==> run_1/m4.png <==
Drawn at 1.5 px/µm.
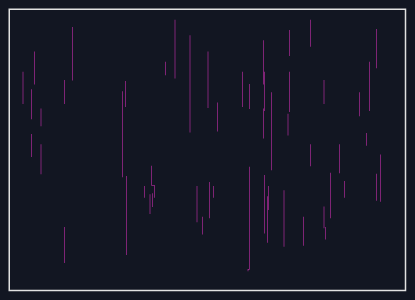
==> run_1/congestion_map.png <==
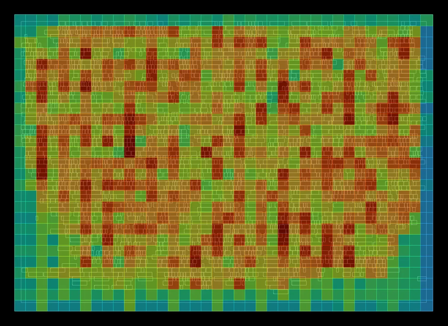
==> run_1/util_map.png <==
Drawn at 1 px/µm. The die is cut into 26 by 19 equal tiles; white is low, dark blue is high, 0 to 100% covered.
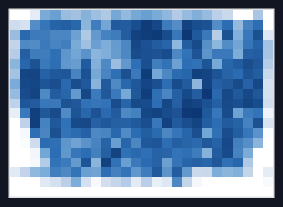
==> src/rtl/cordic_pkg.sv <==
// Shared constants and helpers for the rotation and vectoring CORDIC blocks.
// Angles are fixed-point radians. ATAN and PI reference values are stored at
// high precision and rounded to whatever fraction width a block carries.
package cordic_pkg;

    // Default datapath geometry.
    localparam int CORDIC_W      = 8;
    localparam int CORDIC_ITER   = 8;
    localparam int CORDIC_GUARD  = 4;
    localparam int CORDIC_ZFRAC  = 10;

    // External Q-formats: samples are Q1.(W-1), angles are Q3.6 radians.
    localparam int SAMPLE_FRAC   = CORDIC_W - 1;
    localparam int ANGLE_FRAC    = 6;

    // High-precision references.
    localparam int ATAN_REF_FRAC = 16;
    localparam int PI_REF_FRAC   = 24;
    localparam int PI_REF        = 32'sd52707179;

    // Gain compensation: round(2^7 / 1.64676).
    localparam int K_INV_Q7      = 32'sd78;
    localparam int K_INV_SHIFT   = 7;

    // Arithmetic right shift with round-half-up.
    function automatic int round_shr(input int v, input int sh);
        int r;
        if (sh > 0) begin
            r = (v + (32'sd1 <<< (sh - 1))) >>> sh;
        end else begin
            r = v;
        end
        return r;
    endfunction

    // atan(2^-i) in Q.16 radians.
    function automatic int atan_q16(input int i);
        int t;
        case (i)
            0:       t = 32'sd51472;
            1:       t = 32'sd30386;
            2:       t = 32'sd16055;
            3:       t = 32'sd8150;
            4:       t = 32'sd4091;
            5:       t = 32'sd2047;
            6:       t = 32'sd1024;
            7:       t = 32'sd512;
            8:       t = 32'sd256;
            9:       t = 32'sd128;
            10:      t = 32'sd64;
            11:      t = 32'sd32;
            12:      t = 32'sd16;
            13:      t = 32'sd8;
            14:      t = 32'sd4;
            15:      t = 32'sd2;
            16:      t = 32'sd1;
            default: t = 32'sd0;
        endcase
        return t;
    endfunction

    // atan(2^-i) rounded to 'frac' fraction bits (frac <= 16).
    function automatic int atan_tab(input int i, input int frac);
        return round_shr(atan_q16(i), ATAN_REF_FRAC - frac);
    endfunction

    // pi rounded to 'frac' fraction bits.
    function automatic int pi_at(input int frac);
        return round_shr(PI_REF, PI_REF_FRAC - frac);
    endfunction

    // pi/2 rounded to 'frac' fraction bits.
    function automatic int pi_2_at(input int frac);
        return round_shr(PI_REF, PI_REF_FRAC + 1 - frac);
    endfunction

endpackage

==> src/rtl/cordic_vec_stage.sv <==
// One registered vectoring micro-rotation: drives y toward zero by rotating
// with direction d = sign(y) and accumulates the applied angle into z.
module cordic_vec_stage
    import cordic_pkg::*;
#(
    parameter int SHIFT = 0,
    parameter int DW    = 14,
    parameter int ZW    = 13
) (
    input  logic                 clk,
    input  logic                 rst,
    input  logic                 valid_s,
    input  logic                 zero_s,
    input  logic signed [DW-1:0] x_s,
    input  logic signed [DW-1:0] y_s,
    input  logic signed [ZW-1:0] z_s,
    output logic                 valid_r,
    output logic                 zero_r,
    output logic signed [DW-1:0] x_r,
    output logic signed [DW-1:0] y_r,
    output logic signed [ZW-1:0] z_r
);
    // Internal phase is Q3.ZFRAC, so the fraction width follows from ZW.
    localparam int ZF = ZW - 3;
    localparam logic signed [ZW-1:0] ATAN_Z = ZW'(atan_tab(SHIFT, ZF));

    logic signed [DW-1:0] x_sh_s;
    logic signed [DW-1:0] y_sh_s;
    logic signed [DW-1:0] x_nx_s;
    logic signed [DW-1:0] y_nx_s;
    logic signed [ZW-1:0] z_nx_s;

    // Micro-rotation toward the x axis; direction taken from the sign of y.
    always_comb begin
        x_sh_s = x_s >>> SHIFT;
        y_sh_s = y_s >>> SHIFT;
        if (!y_s[DW-1]) begin
            x_nx_s = x_s + y_sh_s;
            y_nx_s = y_s - x_sh_s;
            z_nx_s = z_s + ATAN_Z;
        end else begin
            x_nx_s = x_s - y_sh_s;
            y_nx_s = y_s + x_sh_s;
            z_nx_s = z_s - ATAN_Z;
        end
    end

    // Stage register; reset discards whatever sample is in flight.
    always_ff @(posedge clk or negedge rst) begin
        if (!rst) begin
            valid_r <= 1'b0;
            zero_r  <= 1'b0;
            x_r     <= {DW{1'b0}};
            y_r     <= {DW{1'b0}};
            z_r     <= {ZW{1'b0}};
        end else begin
            valid_r <= valid_s;
            zero_r  <= zero_s;
            x_r     <= x_nx_s;
            y_r     <= y_nx_s;
            z_r     <= z_nx_s;
        end
    end

endmodule

==> src/rtl/cordic_vectoring.sv <==
// Pipelined vectoring-mode CORDIC: (x,y) in Q1.7 -> atan2(y,x) in Q3.6 rad
// plus gain-compensated magnitude in unsigned Q1.7. Latency ITER+2 cycles.
module cordic_vectoring
    import cordic_pkg::*;
#(
    parameter int W     = CORDIC_W,
    parameter int ITER  = CORDIC_ITER,
    parameter int GUARD = CORDIC_GUARD,
    parameter int ZFRAC = CORDIC_ZFRAC
) (
    input  logic                clk,
    input  logic                rst,
    input  logic                in_valid,
    input  logic signed [W-1:0] x_in,
    input  logic signed [W-1:0] y_in,
    output logic                out_valid,
    output logic signed [W:0]   angle,
    output logic        [W-1:0] magnitude
);
    // Two extra MSBs absorb the fold negation of -1.0 and the CORDIC gain.
    localparam int DW  = W + GUARD + 2;
    localparam int ZW  = ZFRAC + 3;
    localparam int ZSH = ZFRAC - ANGLE_FRAC;
    localparam int MSH = K_INV_SHIFT + GUARD;
    localparam int MPW = DW + 6;

    localparam logic signed [ZW-1:0] PI_2_Z = ZW'(pi_2_at(ZFRAC));
    localparam logic signed [ZW-1:0] Z_HALF = ZW'(32'sd1 <<< (ZSH - 1));
    localparam logic signed [ZW-1:0] PI_ANG = ZW'(pi_at(ANGLE_FRAC));
    localparam logic [MPW-1:0] K_INV  = MPW'(K_INV_Q7);
    localparam logic [MPW-1:0] M_HALF = MPW'(32'sd1 <<< (MSH - 1));
    localparam logic [MPW-1:0] M_MAX  = MPW'((32'sd1 <<< W) - 32'sd1);

    logic signed [DW-1:0] x_ext_s;
    logic signed [DW-1:0] y_ext_s;
    logic signed [DW-1:0] fx_s;
    logic signed [DW-1:0] fy_s;
    logic signed [ZW-1:0] fz_s;
    logic                 fzero_s;

    logic                 v0_r;
    logic                 zero0_r;
    logic signed [DW-1:0] x0_r;
    logic signed [DW-1:0] y0_r;
    logic signed [ZW-1:0] z0_r;

    logic                 v_chain_s    [0:ITER];
    logic                 zero_chain_s [0:ITER];
    logic signed [DW-1:0] x_chain_s    [0:ITER];
    logic signed [DW-1:0] y_chain_s    [0:ITER];
    logic signed [ZW-1:0] z_chain_s    [0:ITER];

    logic signed [DW-1:0] x_last_s;
    logic signed [ZW-1:0] z_sum_s;
    logic signed [ZW-1:0] z_rnd_s;
    logic signed [ZW-1:0] ang_sat_s;
    logic        [DW-2:0] x_mag_s;
    logic       [MPW-1:0] mag_prod_s;
    logic       [MPW-1:0] mag_rnd_s;
    logic        [W-1:0]  mag_sat_s;
    logic signed [W:0]    angle_nx_s;
    logic        [W-1:0]  mag_nx_s;
    logic                 y_last_unused_s;

    logic                 out_valid_r;
    logic signed [W:0]    angle_r;
    logic        [W-1:0]  magnitude_r;

    // Fold left-half-plane samples into the right half plane, seeding z with +-pi/2.
    always_comb begin
        x_ext_s = {{2{x_in[W-1]}}, x_in, {GUARD{1'b0}}};
        y_ext_s = {{2{y_in[W-1]}}, y_in, {GUARD{1'b0}}};
        fzero_s = (x_in == {W{1'b0}}) && (y_in == {W{1'b0}});
        if (!x_in[W-1]) begin
            fx_s = x_ext_s;
            fy_s = y_ext_s;
            fz_s = {ZW{1'b0}};
        end else if (!y_in[W-1]) begin
            // y = 0 lands here, so x<0,y=0 resolves to +pi.
            fx_s = y_ext_s;
            fy_s = -x_ext_s;
            fz_s = PI_2_Z;
        end else begin
            fx_s = -y_ext_s;
            fy_s = x_ext_s;
            fz_s = -PI_2_Z;
        end
    end

    // Fold register: first pipeline stage.
    always_ff @(posedge clk or negedge rst) begin
        if (!rst) begin
            v0_r    <= 1'b0;
            zero0_r <= 1'b0;
            x0_r    <= {DW{1'b0}};
            y0_r    <= {DW{1'b0}};
            z0_r    <= {ZW{1'b0}};
        end else begin
            v0_r    <= in_valid;
            zero0_r <= fzero_s;
            x0_r    <= fx_s;
            y0_r    <= fy_s;
            z0_r    <= fz_s;
        end
    end

    assign v_chain_s[0]    = v0_r;
    assign zero_chain_s[0] = zero0_r;
    assign x_chain_s[0]    = x0_r;
    assign y_chain_s[0]    = y0_r;
    assign z_chain_s[0]    = z0_r;

    for (genvar gi = 0; gi < ITER; gi++) begin : g_stage
        cordic_vec_stage #(
            .SHIFT (gi),
            .DW    (DW),
            .ZW    (ZW)
        ) u_stage (
            .clk     (clk),
            .rst     (rst),
            .valid_s (v_chain_s[gi]),
            .zero_s  (zero_chain_s[gi]),
            .x_s     (x_chain_s[gi]),
            .y_s     (y_chain_s[gi]),
            .z_s     (z_chain_s[gi]),
            .valid_r (v_chain_s[gi+1]),
            .zero_r  (zero_chain_s[gi+1]),
            .x_r     (x_chain_s[gi+1]),
            .y_r     (y_chain_s[gi+1]),
            .z_r     (z_chain_s[gi+1])
        );
    end

    // The final residual y is not needed for the result.
    assign y_last_unused_s = ^y_chain_s[ITER];

    // Round phase to Q3.6 and clamp to +-pi; compensate gain on the magnitude.
    always_comb begin
        x_last_s = x_chain_s[ITER];
        z_sum_s  = z_chain_s[ITER] + Z_HALF;
        z_rnd_s  = z_sum_s >>> ZSH;
        if (z_rnd_s > PI_ANG) begin
            ang_sat_s = PI_ANG;
        end else if (z_rnd_s < -PI_ANG) begin
            ang_sat_s = -PI_ANG;
        end else begin
            ang_sat_s = z_rnd_s;
        end

        // x only grows after the fold, but never let a negative value wrap.
        if (x_last_s[DW-1]) begin
            x_mag_s = {(DW-1){1'b0}};
        end else begin
            x_mag_s = x_last_s[DW-2:0];
        end
        mag_prod_s = {7'b0000000, x_mag_s} * K_INV;
        mag_rnd_s  = (mag_prod_s + M_HALF) >> MSH;
        if (mag_rnd_s > M_MAX) begin
            mag_sat_s = {W{1'b1}};
        end else begin
            mag_sat_s = mag_rnd_s[W-1:0];
        end

        // The origin has no defined phase; force both outputs to zero.
        if (zero_chain_s[ITER]) begin
            angle_nx_s = {(W+1){1'b0}};
            mag_nx_s   = {W{1'b0}};
        end else begin
            angle_nx_s = ang_sat_s[W:0];
            mag_nx_s   = mag_sat_s;
        end
    end

    // Output register.
    always_ff @(posedge clk or negedge rst) begin
        if (!rst) begin
            out_valid_r <= 1'b0;
            angle_r     <= {(W+1){1'b0}};
            magnitude_r <= {W{1'b0}};
        end else begin
            out_valid_r <= v_chain_s[ITER];
            angle_r     <= angle_nx_s;
            magnitude_r <= mag_nx_s;
        end
    end

    assign out_valid = out_valid_r;
    assign angle     = angle_r;
    assign magnitude = magnitude_r;

endmodule
==> config.mk <==
export PLATFORM = sky130hd
export DESIGN_NAME = cordic_vectoring
export DESIGN_NICKNAME = d
export VERILOG_FILES = /design/src/rtl/cordic_pkg.sv /design/src/rtl/cordic_vec_stage.sv /design/src/rtl/cordic_vectoring.sv
export SDC_FILE = /design/constraint.sdc
export NUM_CORES = 1
export LEC_CHECK = 0
export ABC_CLOCK_PERIOD_IN_PS = 8600
export CAP_MARGIN = 25
export CORE_ASPECT_RATIO = 0.7
export CORE_MARGIN = 4
export CORE_UTILIZATION = 60
export CTS_BUF_LIST = sky130_fd_sc_hd__clkbuf_16
export DETAILED_ROUTE_END_ITERATION = 7
export GPL_TIMING_DRIVEN = 0
export PLACE_DENSITY = 0.87
export SYNTH_ARGS = -nofsm -noshare
export SYNTH_HDL_FRONTEND = slang
export SYNTH_HIERARCHICAL = 1
export SYNTH_SLANG_ARGS = --single-unit
==> constraint.sdc <==
create_clock -name clk -period 8.6 [get_ports clk]
set_clock_uncertainty 0.2 [all_clocks]
set_input_delay 1.72 -clock clk [delete_from_list [all_inputs] [get_ports clk]]
set_output_delay 1.72 -clock clk [all_outputs]
set_load 0.005 [all_outputs]
==> run notes, run 1 <==
Notes on the flow outputs.

- The largest registers in the layout are g_stage.u_stage/x_r: 111 flops, g_stage.u_stage/y_r: 91 flops, g_stage.u_stage/z_r: 89 flops.
- The final tally of max-slew violations is 0.
- The non-clock inverter total of the final layout reads around 200.
- Summing all multi-input logic gate instances after layout gives around 18000 µm².
- The kind of launch point of the worst setup path reads a register.
- The max-slew check reports its worst relative slack as 39.2%.
- The register containing the most flip-flops in the final layout reads g_stage.u_stage/x_r.
- Clock latency on the worst-skew pair, taken at its later pin, is ~0.55 ns.
- The top cell types in the final layout, fill and taps aside, are sky130_fd_sc_hd__dfrtp_1 (350), sky130_fd_sc_hd__ha_1 (344), sky130_fd_sc_hd__nor2_1 (278).
- The number of hold buffers added after CTS was 0.
- The critical path maximum fanout is 10.
- The final clock period utilization by the worst path reads 62.8%.
- Setup violations remaining at the end of the flow were counted as 0.
- The maximum number of pins on one net before global-route repair reads 131.
- The clock H-tree reported by CTS has 2 levels.
- The filler cell count in the final layout is approximately 3.5k.
- The clock-pin transition on the worst setup and hold timing paths reads about 0.060 ns.
- The post-detailed-route count of antenna-violating nets reads 0.
- For this run, the post-layout net count is 3454.
- The number of well-tap cells placed reads around 600.
- Per the OpenROAD floorplan log, the height of the die is roughly 190 µm.
- The combined flip-flop and latch cell area reads 8760 µm².
- The number of max-cap violations reads 0.
- The antenna diode count is 0.
- The cell type of the slowest stage on the worst timing path is sky130_fd_sc_hd__fa_1.
- The synthesized area per cell reads approximately 9.3 µm².
- The timing report attributes the biggest portion of critical-path delay to AND-OR/OR-AND gates.
- The logic depth of the worst path, buffers included reads 15.
- In the final layout, the clock buffer count is 39.
- The reg-to-reg startpoint is g_stage[7].u_stage/x_r[13].
- Setup repair after global routing left no endpoint under its margin.
- The final report lists a non-filler cell total of 3684.
- The flow ran to the end, and the final reports show no timing, DRC or antenna violations.
- The placeable core region is 45100 µm².
- The post-DP HPWL reads slightly above 50 mm.
- The measured slew at the worst slew-check pin reads 0.899 ns.
- Counting endpoints that fail hold in the final report gives 0.
- The number of global-route vias before repair is approximately 22k.
- The length of routed met3 wiring is 4.71 mm.
- The launch point of the worst hold path is g_stage[1].u_stage/valid_r.
- Measured on the final layout, the clock distribution area share stands at under 10%.
- The critical path required time is slightly below 9 ns.
- In this run the post-CTS setup repair buffer count came out at 0.
- The fraction of final cell area spent on non-clock buffers in this run is 2.30%.
- In the layout the tool counted multi-input logic cells amounting to 2357.
- The worst hold-check path type is register to register.
- The end point of the most critical hold path is g_stage[2].u_stage/valid_r.
- The cell area after placement reads ~29000 µm².
- The worst setup margin reads between 3 and 4 ns.
- The initial antenna violation count is 0.
- The script reports the combined buffer and inverter count of the critical path as 2.
- The largest cell class by area is combinational gates.
About m4.png:
The longest straight run is 68.1 µm. The wires run mostly vertical. The layer carries 1290 µm of wire. 41 nets have wire on it. The layer holds 2.0% of the routed length.
number of vias in the routed layout: 22.3k
routed wire length: 65.8 mm

About congestion_map.png:
Tot GR Track Use: 26.3%
met2 layer usage reported by global route: 42.5%
met1 track utilization from global routing: 37.2%
global routing's busiest layer: met2
share of the core filled with cells in the final layout: 66.2%

About util_map.png:
41% of the tiles are over 75% full. 11% of the tiles are nearly empty. The fullest tile reaches 97%.

==> run 2: changes to the inputs <==
--- a/config.mk
+++ b/config.mk
@@ -5,15 +5,15 @@
 export SDC_FILE = /design/constraint.sdc
 export NUM_CORES = 1
 export LEC_CHECK = 0
-export ABC_CLOCK_PERIOD_IN_PS = 8600
+export ABC_CLOCK_PERIOD_IN_PS = 4700
 export CAP_MARGIN = 25
 export CORE_ASPECT_RATIO = 0.7
 export CORE_MARGIN = 4
-export CORE_UTILIZATION = 60
+export CORE_UTILIZATION = 59
 export CTS_BUF_LIST = sky130_fd_sc_hd__clkbuf_16
 export DETAILED_ROUTE_END_ITERATION = 7
 export GPL_TIMING_DRIVEN = 0
-export PLACE_DENSITY = 0.87
+export PLACE_DENSITY = 0.89
 export SYNTH_ARGS = -nofsm -noshare
 export SYNTH_HDL_FRONTEND = slang
 export SYNTH_HIERARCHICAL = 1
==> constraint.sdc (replaced) <==
create_clock -name clk -period 4.7 [get_ports clk]
set_clock_uncertainty 0.2 [all_clocks]
set_input_delay 0.94 -clock clk [delete_from_list [all_inputs] [get_ports clk]]
set_output_delay 0.94 -clock clk [all_outputs]
set_load 0.005 [all_outputs]
==> run_2/congestion_map.png <==
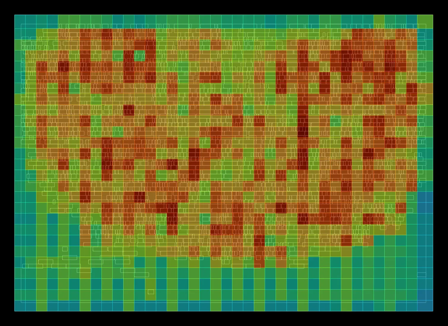
share of the core filled with cells in the final layout: 66.4%
met2 layer usage reported by global route: 39.9%
average routed wire per standard cell: 17.8 µm
Tot GR Track Use: 25.3%
met1 track utilization from global routing: 36.5%

==> run notes, run 2 <==
Notes on the flow outputs.

- The flow ran to the end, and the final reports show no timing, DRC or antenna violations.
- The worst slew margin relative to its limit is 40.8% (+1.6 points).
- The kind of launch point of the worst setup path reads a register.
- The maximum root-to-sink buffer count reads 3.
- The measured slew at the worst slew-check pin is 0.888 ns (-0.0118 ns).
- The most used routing layer reads met2.
- The number of global-route vias before repair came to 21.8k (-2.0%).
- The number of port buffers is 35.
- The height of the chip came to 188 µm (+0.81%).
- The length of routed met2 wiring is between 20 and 30 mm.
- The most instantiated logic cell after routing is sky130_fd_sc_hd__dfrtp_1.
- The critical-path maximum fanout reads 10 (unchanged).
- The end point of the most critical hold path is g_stage[5].u_stage/valid_r.
- CTS saw 350 sinks.
- The routed wirelength on the met1 layer is recorded as between 20 and 30 mm.
- The number of levels in the clock H-tree was 2 (unchanged).
- STA lists the startpoint of the worst hold path as g_stage[4].u_stage/valid_r.
- The post-CTS repair timing setup buffer count reads 3 (+3).
- The dominant delay contributor by cell family on the critical path reads adder cells.
- Counting cells, the worst reg-to-reg path comes to 16.
- Setup slack on the worst reg-to-reg path comes out at between 0.01 and 0.015 ns.
- The placeable core region is 45400 µm² (+0.72%).
- The buffer share of cell area came to 2.61% (+0.31 points).
- The total buffers and inverters traversed by the critical path reads 3 (+1).
- The number of clock buffers in the layout is 37 (-5.1%).
- The cell area after placement is 28600 µm² (unchanged).
- For this design, the slowest cell found on the critical path is sky130_fd_sc_hd__fa_1.
- The via density per instance reads a little over 6.
- The clock insertion delay at the later pin of the skew report is 0.54 ns (about the same).
- In the final layout, the registers with the most flip-flops are g_stage.u_stage/x_r: 111 flops, g_stage.u_stage/y_r: 91 flops, g_stage.u_stage/z_r: 89 flops.
- The antenna diode count is 0 (unchanged).
- Warnings raised by the tools during the run amount to around 67.
- The number of max-cap violations is 0 (unchanged).
- The fraction of area in registers is approximately 29%.
- The number of hold violations in the final report came to 0 (unchanged).
- The number of nets in the finished design reads 3462 (+0.23%).
- The maximum number of pins on one net before global-route repair is 133 (+1.5%).
- The worst setup margin is 0.0138 ns (-3.19 ns).
- The count of final setup violators was 0 (unchanged).
- The clock-pin transition on the worst setup and hold timing paths reads 0.06 ns (about the same).
- The largest cell class by area reads combinational gates.
- The number of well-tap cells placed reads 603 (unchanged).
- The total wirelength of the detailed-routed design came to 65.5 mm (-0.34%).
- The worst path arrival time reads 4.93 ns.
- The initial antenna violation count is 2 (+2).
- The combined flip-flop and latch cell area was 8760 µm² (about the same).
- The global-route wire length before repair reads about 110 mm.
- The post-detailed-route count of antenna-violating nets is 0 (unchanged).
- The post-DP HPWL came to 47.7 mm (-5.6%).
- The count of plain and timing-repair buffers reads 111.
- STA reports the tightest min-delay check as being of type register to register.
- The final hold slack reads about 0.14 ns.
- The logic depth of the worst path, buffers included reads 16 (+1).
- The area occupied by multi-input gates is 17900 µm² (+1.3%).
- The final clock period utilization by the worst path came to 99.7% (+37 points).
- The number of buffers inserted for hold repair after clock tree synthesis was 0 (unchanged).
- Per the cell usage report, the commonest logic cells after layout are sky130_fd_sc_hd__dfrtp_1 (349), sky130_fd_sc_hd__ha_1 (337), sky130_fd_sc_hd__nor2_1 (277).
- The synthesized instance count is just under 3k.
- The reg-to-reg startpoint reads g_stage[7].u_stage/x_r[13].
- The multi-input logic cell count came to 2357 (unchanged).
- The final design instance area without fill reads ~30000 µm².
- The total number of vias came to 22.7k (+1.9%).
- The largest single stage delay on the critical path is 0.61 ns.
- The most prevalent standard cell on the critical path reads sky130_fd_sc_hd__buf_6.
- The length of routed met3 wiring was 5.72 mm (+21%).
- The clock network area share reads 3.92% (-0.14 points).
- The synthesized area per cell was 9.28 µm² (unchanged).
- The number of stages on the worst hold path is 0.
- The register containing the most flip-flops in the final layout is g_stage.u_stage/x_r.
- The non-clock inverter total of the final layout is 206 (unchanged).
- The final tally of max-slew violations came to 0 (unchanged).
- The filler cell count in the final layout is 3283 (-5.4%).
- The critical path required time reads 4.95 ns (-3.85 ns).
==> run_2/blocks.png <==
Drawn at 2 px/µm.
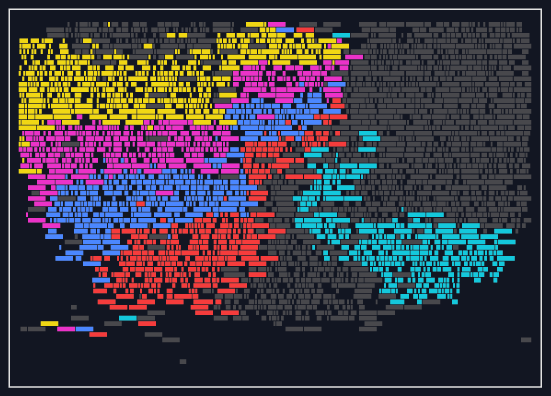
Key: blue = `g_stage[2].u_stage` [cells 339]; red = `g_stage[3].u_stage` [cells 341]; magenta = `g_stage[1].u_stage` [cells 335]; cyan = `g_stage[5].u_stage` [cells 296]; yellow = `g_stage[0].u_stage` [cells 448]
total die size: 49900 µm²
final instance count without filler cells: 3691

